**src/rtl/pulse_train_gen_if.sv**
```systemverilog
// Bundles the run controls, phase lengths and generated outputs of pulse_train_gen.
// master drives controls and lengths; slave is the generator itself.
interface pulse_train_gen_if #(
    parameter int CNT_W = 32
);
    logic             enable;
    logic             trig_enable;
    logic             trig_in;
    logic             cfg_out_inv;
    logic             cfg_trig_out;
    logic [CNT_W-1:0] d1_len;
    logic [CNT_W-1:0] d2_len;
    logic [CNT_W-1:0] d3_len;
    logic             gpio_out;
    logic             trig_out;
    logic             busy;
    logic             done;

    modport master (
        output enable, trig_enable, trig_in, cfg_out_inv, cfg_trig_out,
        output d1_len, d2_len, d3_len,
        input  gpio_out, trig_out, busy, done
    );

    modport slave (
        input  enable, trig_enable, trig_in, cfg_out_inv, cfg_trig_out,
        input  d1_len, d2_len, d3_len,
        output gpio_out, trig_out, busy, done
    );
endinterface

```
**src/rtl/pulse_train_gen.sv**
```systemverilog
// Three-phase pulse generator: active d1, inactive d2, active d3 clks, then DONE.
// Lengths are captured at the start event; every output is registered from next-state.
//
//  state  | meaning
//  IDLE   | not running, waiting for enable
//  ARMED  | enabled, waiting for trig_in
//  PH1    | first active phase, d1 clks
//  PH2    | inactive gap, d2 clks
//  PH3    | second active phase, d3 clks
//  DONE   | run finished, held until enable drops
module pulse_train_gen #(
    parameter int CNT_W = 32
) (
    input  logic               clk,
    input  logic               rst,
    pulse_train_gen_if.slave   bus
);

    typedef enum logic [2:0] {
        S_IDLE,
        S_ARMED,
        S_PH1,
        S_PH2,
        S_PH3,
        S_DONE
    } state_t;

    state_t           state_q, state_d;
    state_t           first_state;
    logic [CNT_W-1:0] cnt_q, cnt_d;
    logic [CNT_W-1:0] d1_q, d1_d;
    logic [CNT_W-1:0] d2_q, d2_d;
    logic [CNT_W-1:0] d3_q, d3_d;
    logic             gpio_q, gpio_d;
    logic             trig_q, trig_d;
    logic             busy_q, busy_d;
    logic             done_q, done_d;
    logic             start;

    // Entry state for a new run, decided from the live lengths being captured.
    always_comb begin
        first_state = S_DONE;
        if (bus.d1_len != '0)      first_state = S_PH1;
        else if (bus.d2_len != '0) first_state = S_PH2;
        else if (bus.d3_len != '0) first_state = S_PH3;
    end

    always_comb begin
        state_d = state_q;
        cnt_d   = cnt_q;
        d1_d    = d1_q;
        d2_d    = d2_q;
        d3_d    = d3_q;
        trig_d  = 1'b0;
        start   = 1'b0;

        case (state_q)
            S_IDLE: begin
                if (bus.enable) begin
                    if (bus.trig_enable) state_d = S_ARMED;
                    else                 start   = 1'b1;
                end
            end
            S_ARMED: begin
                if (bus.trig_in) start = 1'b1;
            end
            S_PH1: begin
                if (cnt_q == d1_q) begin
                    cnt_d  = CNT_W'(1);
                    trig_d = bus.cfg_trig_out;
                    if (d2_q != '0)      state_d = S_PH2;
                    else if (d3_q != '0) state_d = S_PH3;
                    else                 state_d = S_DONE;
                end else begin
                    cnt_d = cnt_q + CNT_W'(1);
                end
            end
            S_PH2: begin
                if (cnt_q == d2_q) begin
                    cnt_d   = CNT_W'(1);
                    state_d = (d3_q != '0) ? S_PH3 : S_DONE;
                end else begin
                    cnt_d = cnt_q + CNT_W'(1);
                end
            end
            S_PH3: begin
                if (cnt_q == d3_q) begin
                    cnt_d   = CNT_W'(1);
                    state_d = S_DONE;
                end else begin
                    cnt_d = cnt_q + CNT_W'(1);
                end
            end
            S_DONE: begin
                state_d = S_DONE;
            end
            default: begin
                state_d = S_IDLE;
            end
        endcase

        if (start) begin
            d1_d    = bus.d1_len;
            d2_d    = bus.d2_len;
            d3_d    = bus.d3_len;
            cnt_d   = CNT_W'(1);
            state_d = first_state;
            // End-of-PH1 trigger collapses onto the start when PH1 is skipped.
            trig_d  = !bus.cfg_trig_out || (bus.d1_len == '0);
        end

        if (!bus.enable) begin
            state_d = S_IDLE;
            trig_d  = 1'b0;
        end

        gpio_d = ((state_d == S_PH1) || (state_d == S_PH3)) ^ bus.cfg_out_inv;
        busy_d = (state_d == S_ARMED) || (state_d == S_PH1) ||
                 (state_d == S_PH2)   || (state_d == S_PH3);
        done_d = (state_d == S_DONE);
    end

    always_ff @(posedge clk) begin
        if (rst) begin
            state_q <= S_IDLE;
            cnt_q   <= '0;
            d1_q    <= '0;
            d2_q    <= '0;
            d3_q    <= '0;
            gpio_q  <= 1'b0;
            trig_q  <= 1'b0;
            busy_q  <= 1'b0;
            done_q  <= 1'b0;
        end else begin
            state_q <= state_d;
            cnt_q   <= cnt_d;
            d1_q    <= d1_d;
            d2_q    <= d2_d;
            d3_q    <= d3_d;
            gpio_q  <= gpio_d;
            trig_q  <= trig_d;
            busy_q  <= busy_d;
            done_q  <= done_d;
        end
    end

    assign bus.gpio_out = gpio_q;
    assign bus.trig_out = trig_q;
    assign bus.busy     = busy_q;
    assign bus.done     = done_q;

endmodule

```
**src/flat_wrapper.sv**
```systemverilog
// flat-port wrapper written by rule: the top's interface ports become plain ports
module pulse_train_gen_flat 
#(
    parameter int CNT_W = 32
)
  (clk, rst, bus_enable, bus_trig_enable, bus_trig_in, bus_cfg_out_inv, bus_cfg_trig_out, bus_d1_len, bus_d2_len, bus_d3_len, bus_gpio_out, bus_trig_out, bus_busy, bus_done);
  pulse_train_gen_if #(.CNT_W(CNT_W)) bus_i ();
  input  logic clk;
  input  logic rst;
  input wire logic [$bits(bus_i.enable)-1:0] bus_enable;
  input wire logic [$bits(bus_i.trig_enable)-1:0] bus_trig_enable;
  input wire logic [$bits(bus_i.trig_in)-1:0] bus_trig_in;
  input wire logic [$bits(bus_i.cfg_out_inv)-1:0] bus_cfg_out_inv;
  input wire logic [$bits(bus_i.cfg_trig_out)-1:0] bus_cfg_trig_out;
  input wire logic [$bits(bus_i.d1_len)-1:0] bus_d1_len;
  input wire logic [$bits(bus_i.d2_len)-1:0] bus_d2_len;
  input wire logic [$bits(bus_i.d3_len)-1:0] bus_d3_len;
  output wire logic [$bits(bus_i.gpio_out)-1:0] bus_gpio_out;
  output wire logic [$bits(bus_i.trig_out)-1:0] bus_trig_out;
  output wire logic [$bits(bus_i.busy)-1:0] bus_busy;
  output wire logic [$bits(bus_i.done)-1:0] bus_done;
  assign bus_i.enable = bus_enable;
  assign bus_i.trig_enable = bus_trig_enable;
  assign bus_i.trig_in = bus_trig_in;
  assign bus_i.cfg_out_inv = bus_cfg_out_inv;
  assign bus_i.cfg_trig_out = bus_cfg_trig_out;
  assign bus_i.d1_len = bus_d1_len;
  assign bus_i.d2_len = bus_d2_len;
  assign bus_i.d3_len = bus_d3_len;
  assign bus_gpio_out = bus_i.gpio_out;
  assign bus_trig_out = bus_i.trig_out;
  assign bus_busy = bus_i.busy;
  assign bus_done = bus_i.done;
  pulse_train_gen #(.CNT_W(CNT_W)) u_core (.clk(clk), .rst(rst), .bus(bus_i));
endmodule
```
**config.mk**
```make
export PLATFORM = sky130hd
export DESIGN_NAME = pulse_train_gen_flat
export DESIGN_NICKNAME = d
export VERILOG_FILES = /design/src/rtl/pulse_train_gen_if.sv /design/src/rtl/pulse_train_gen.sv /design/src/flat_wrapper.sv
export SDC_FILE = /design/constraint.sdc
export NUM_CORES = 1
export LEC_CHECK = 0
export ABC_AREA = 1
export CAP_MARGIN = 30
export CORE_MARGIN = 2
export CORE_UTILIZATION = 35
export CTS_CLUSTER_DIAMETER = 150
export DETAILED_ROUTE_END_ITERATION = 10
export PLACE_DENSITY_LB_ADDON = 0.25
export SKIP_CTS_REPAIR_TIMING = 1
export SKIP_LAST_GASP = 1
export SLEW_MARGIN = 20
export SYNTH_ARGS = -nofsm -noshare
export SYNTH_HDL_FRONTEND = slang
export SYNTH_SLANG_ARGS = --single-unit
export TNS_END_PERCENT = 50
```
**constraint.sdc**
```tcl
create_clock -name clk -period 3 [get_ports clk]
set_input_delay 0.6 -clock clk [delete_from_list [all_inputs] [get_ports clk]]
set_output_delay 0.6 -clock clk [all_outputs]
set_load 0.01 [all_outputs]
```
### Wire density map, run 1

Bar = 50 µm. The die is cut into 31 by 31 equal tiles; black is low, pale yellow is high, scaled to the fullest tile. Values are wire area over tile area, all layers added.
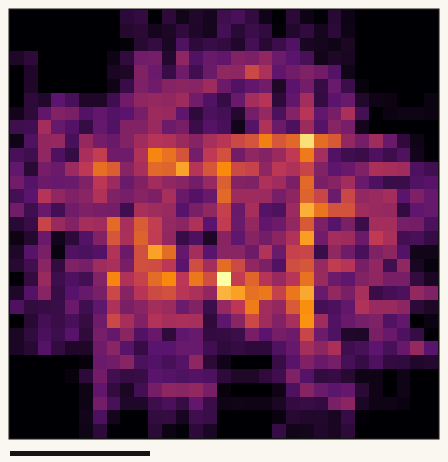
tiles over half the peak	9.4%
fullest tile	0.68
nearly empty tiles	17%
densest ninth of the die	middle
mean over tiles	0.17
DR WL/cell: 15.7 µm
drt total wl: 24.6 mm
gr usage total: 20.9%
total number of vias: 7740

### Register map, names as in the netlist, run 1

Other sequential cells in the stronger gray, the rest of the logic in the fainter gray.
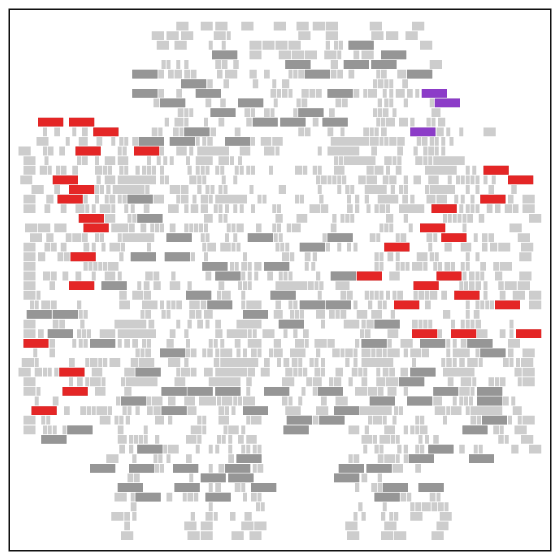
color	name in the netlist	sequential cells
purple	u_core.state_q	3
red	u_core.d3_q	32

==> out/results.txt, run 1 <==
status = finished, final reports clean
PnR worst setup slack = 387 ps
Worst EP required = 3300 ps
TritonCTS Sinks = 135
cell type with the largest total area = dfxtp_1
and+or+nand+nor area frac = 34.4%
Cell Area, Synth = 7750 µm²
dpl cells = 1540
f_max = 0.383 GHz
R2R setup slack = 390 ps
Tcrit/Tclk final = 87.1%
via/cell ratio = 4.92
area fraction in mux cells = 0%
CTS tree = yes
Worst path top cell family by delay = simple AND/OR/NAND/NOR gates
Final ANT Viol Nets = 0
final hold vios = 0
DP Wirelength = 18.7 mm
synth warn = 0
area delta synth->final = 25.6%
clock-pin slew on the worst setup and hold paths = 60 ps
non-clock buffer count = 131
Final Setup Violations = 0
mi-comb count = 861
ys cells = 1185
Ant. Diodes = 0
worst r2r dst = u_core.cnt_q[7]
Tool Warnings = 26
DR pass1 iterations = 5
syn nets = 1289
GR Overflow Total = 0
fin area = 9730 µm²
logic gate fraction of the total cell area = 43.7%
Non-CTS inverters = 133
Stages on worst setup path = 13
most used logic cell in the final layout = nand2_1
FF+latch count, synth = 135
most common cell in the synthesized netlist = nand2_1
sum of negative setup slack = 0 ps
critical path cell sequence = inv_1 -> nand2_1 -> nand3_1 -> nor2_1 -> nand2_1 -> nor2_1 -> inv_1 -> o21ai_4 -> nand3_4 -> nor2_8 -> inv_4 -> nand2_4 -> nor3b_1
slowest stage delay, CP = 530 ps
initial antenna violation count = 0
CTS root buf = clkbuf_16
share of cells above drive strength 1 = 8.90%
relative slew slack = 69.3%
footprint of the multi-input gates = 4250 µm²
power per cell area = 551 nW/µm²
worst hold stages = 2
Buffers & Inverters on Critical Path = 3
drt drc = 0
Worst setup startpoint = u_core.cnt_q[2]
std cell rows = 54
post-layout min period = 2610 ps
WHS Endpoint = u_core.d1_q[30]
die area = 23300 µm²
Unique cell types = 48
placed inst area = 9080 µm²
R2R depth = 13
Dominant flop cell = dfxtp_1
Layout non-clock buf frac = 13.1%
Leading cell kind = multi-input combinational cells
# port buffers = 106
worst hold path type = register to register
hold slack = 466 ps
CP Capture Point = u_core.cnt_q[7]
Mean Syn Cell Area = 6.54 µm²
Seq/total area = 27.8%
top post-synthesis cells by area = dfxtp_1 (35%), nand2_1 (13%), nor2_1 (9.4%), o21ai_0 (6.8%), xnor2_1 (5.7%)
Max Cap Violations = 0
Critical-path top delay cell = dfxtp_1
largest net degree at the start of global routing = 79
Init Core Util = 35.6%
clock buffers = 22
htree depth = 4
Worst Path Arrival = 2910 ps
nets@finish = 1383
worst skew pair latency = 430 ps
RSZ-0062 raised after global routing = no
Ports = 107
Well Taps = 280
worst hold start = u_core.d1_q[30]
Chip Height = 153 µm
worst ir drop on vdd = 0.000335 V
XOR/XNOR Area Share = 6.56%
Fillers = 2342
Iteration-0 DRC Markers = 510
Clock Skew = 8.54 ps
### Placed standard cells, run 1

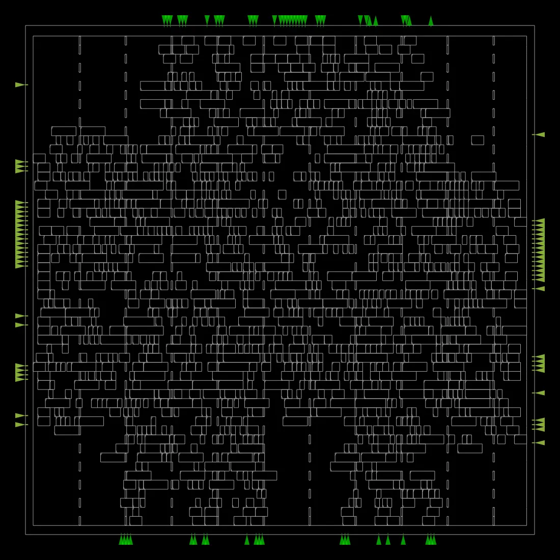
Final Util: 44.7%
Non-Filler Instances: 1572

### Cell classes on the final placement, run 1

Fill, decap, tap and diode cells in gray.
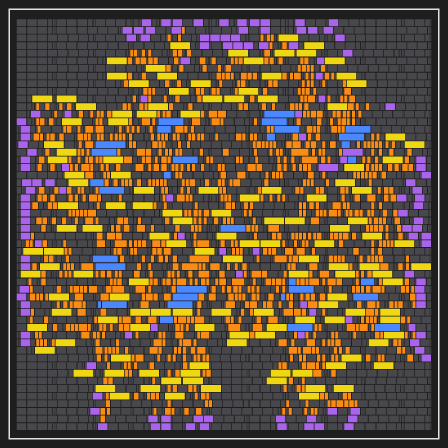
color	class	cells	share of their area
blue	clock drivers and dummy loads	32	6.9%
purple	remaining buffers and delay cells	131	14%
orange	combinational and other logic	994	51%
yellow	sequential cells	135	29%

-- run 1: layer usage --
metal	GRT usage [%]	up-vias	routed length, µm
met5	0	-	0
met4	6.57	0	528
met3	4.01	31	1190
met2	35.3	200	11700
met1	26.9	3538	11200
li1	-	3971	-
-- run 1: registers in the layout, summed over array words and instances, names as in the netlist --
name / cells
u_core.cnt_q: 32
u_core.d1_q: 32
u_core.d2_q: 32
u_core.d3_q: 32
u_core.state_q: 3
u_core.bus.busy: 1
u_core.bus.done: 1
u_core.bus.gpio_out: 1
u_core.bus.trig_out: 1
-- run 1: power by group --
| part | internal [W] | switching (W) |
|---|---|---|
| clock network | 0.00148 | 0.000850 |
| logic | 0.000423 | 0.000555 |
| registers | 0.00194 | 0.000116 |
| total | 0.00385 | 0.00152 |
## Run 2: what changed since run 1
--- a/config.mk
+++ b/config.mk
@@ -8,7 +8,7 @@
 export ABC_AREA = 1
 export CAP_MARGIN = 30
 export CORE_MARGIN = 2
-export CORE_UTILIZATION = 35
+export CORE_UTILIZATION = 42
 export CTS_CLUSTER_DIAMETER = 150
 export DETAILED_ROUTE_END_ITERATION = 10
 export PLACE_DENSITY_LB_ADDON = 0.25
### Placed standard cells, run 2

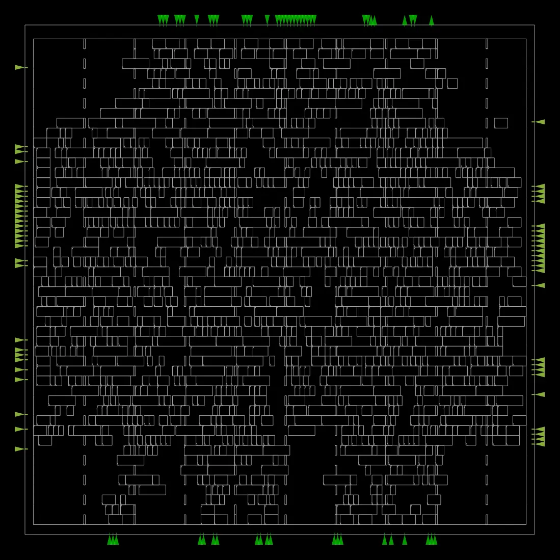
Seq/total area: 28.1%
Non-Filler Instances: 1516
Final Util: 53.4%

### Register map, names as in the netlist, run 2

Other sequential cells in the stronger gray, the rest of the logic in the fainter gray.
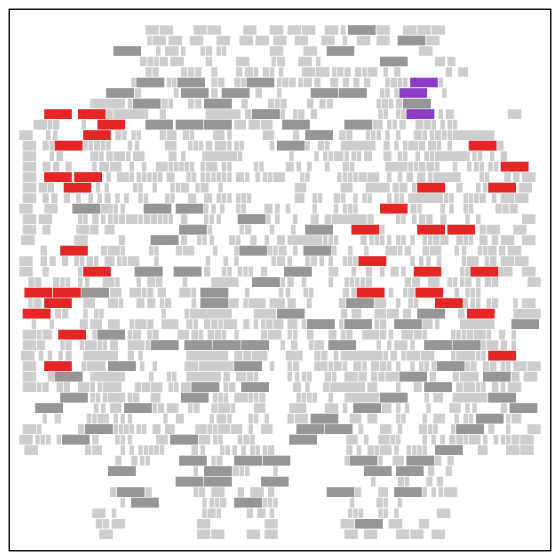
color	name in the netlist	sequential cells
red	u_core.d3_q	32
purple	u_core.state_q	3
not colored	100
Storage cell area: 2700 µm²
seq pwr: 0.00205 W

==> run 2 against run 1 <==
Net effect: sequential cell count unchanged; clock skew barely moved; utilization rose by 8.7 points; wire length shrank 3.6%; first-iteration DRC count is 29% higher; highest routed layer unchanged; final cell count is 3.6% lower; sequential power barely moved; setup slack improved by 56 ps; global-route usage grew 3.2 points.
==> out/results.txt, run 2 <==
die area = 19500 µm² (-16%)
sum of negative setup slack = 0 ps (unchanged)
ys cells = 1185 (unchanged)
worst hold start = u_core.d1_q[10]
top post-synthesis cells by area = dfxtp_1 (35%), nand2_1 (13%), nor2_1 (9.4%), o21ai_0 (6.8%), xnor2_1 (5.7%)
via/cell ratio = 5.16 (+4.8%)
nets@finish = 1378 (-0.36%)
worst r2r dst = u_core.cnt_q[7]
Max Cap Violations = 0 (unchanged)
Worst path top cell family by delay = simple AND/OR/NAND/NOR gates
placed inst area = 8980 µm² (-1.1%)
CP Capture Point = u_core.cnt_q[7]
post-layout min period = 2560 ps (-55.9 ps)
critical path cell sequence = inv_1 -> nand2_1 -> nand2_1 -> nand2_1 -> nor2_1 -> nand2_1 -> nor2_1 -> inv_1 -> o21ai_4 -> nand3_4 -> nor2_8 -> inv_4 -> nand2_4 -> nor3b_1
Buffers & Inverters on Critical Path = 3 (unchanged)
WHS Endpoint = u_core.d1_q[10]
M1 WL = 10.6 mm (-5.5%)
cell type with the largest total area = dfxtp_1
PnR worst setup slack = 443 ps (+55.9 ps)
Stages on worst setup path = 14 (+1)
Worst setup startpoint = u_core.cnt_q[28]
clock-pin slew on the worst setup and hold paths = 60 ps (about the same)
DR pass1 iterations = 5 (unchanged)
Met2 Wirelength = 11.4 mm (-2.8%)
Mean Syn Cell Area = 6.54 µm² (unchanged)
most used logic cell in the final layout = nand2_1
Final Setup Violations = 0 (unchanged)
M1 GR Usage = 30.6% (+3.7 points)
relative slew slack = 54.2% (-15 points)
Internal Power = 0.00383 W (-0.33%)
worst hold stages = 2 (unchanged)
Worst Path Arrival = 2850 ps (-60 ps)
worst hold path type = register to register
R2R depth = 14 (+1)
Ant. Diodes = 0 (unchanged)
busiest metal layer after global routing = met2
synth warn = 0 (unchanged)
Sequential Power Share = 38.5% (+0.2 points)
status = finished, final reports clean
dpl cells = 1484 (-3.6%)
Worst EP required = 3300 ps (about the same)
Fillers = 1818 (-22%)
Comb pwr share = 18.2% (about the same)
most common cell in the synthesized netlist = nand2_1
and+or+nand+nor area frac = 34.4% (unchanged)
Chip Height = 140 µm (-8.5%)
htree depth = 4 (unchanged)
final hold vios = 0 (unchanged)
routing usage on met2 = 41.1% (+5.8 points)
Cell Area, Synth = 7750 µm² (unchanged)
routed length on met3 = 1.24 mm (+3.9%)
Critical-path top delay cell = dfxtp_1
gr usage total = 24.1% (+3.2 points)
total number of vias = 7825 (+1.1%)
Psw = 0.00149 W (-2.0%)
RSZ-0062 raised after global routing = no
Ports = 107 (unchanged)
area fraction in mux cells = 0% (unchanged)
### Zoomed window, run 2

Bar = 20 µm. Region (10, 10) to (60, 60) µm. Cells in gray, sequential cells in the stronger gray; small squares are vias.
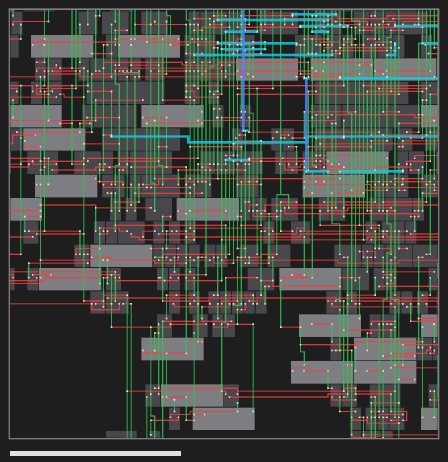
color	layer
cyan	metal 3
red	metal 1
blue	metal 4
green	metal 2
sequential cells in the window	23
cells with their middle in the window	185
netlist names of flops here include	u_core.d2_q (12), u_core.cnt_q (9), u_core.d3_q (2)
most frequent	nand2_1 (38), nor2_1 (30), dfxtp_1 (23)

-- run 2: cell counts after synthesis --
Identical to the previous run, type by type.
-- run 2: final cells by class --
type	count	share of cell area, %
Tap cell	229	2.97
Clock inverter	11	1.77
Clock buffer	21	4.99
Inverter	133	5.22
Multi-Input combinational cell	861	44.2
Sequential cell	135	28.1
Timing Repair Buffer	126	12.8
-- run 2: power groups by stage --
stage | sequential (W) | combinational [W] | clock (W)
detailed placement | 0.00209 | 0.000959 | 0
floorplan | 0.00206 | 0.000632 | 0
finish | 0.00205 | 0.000968 | 0.00230
CTS | 0.00205 | 0.000966 | 0.00233
global placement | 0.00208 | 0.000950 | 0
global route | 0.00207 | 0.00109 | 0.00241
Power figures rest on the tool's default switching activity, not on a simulated workload.
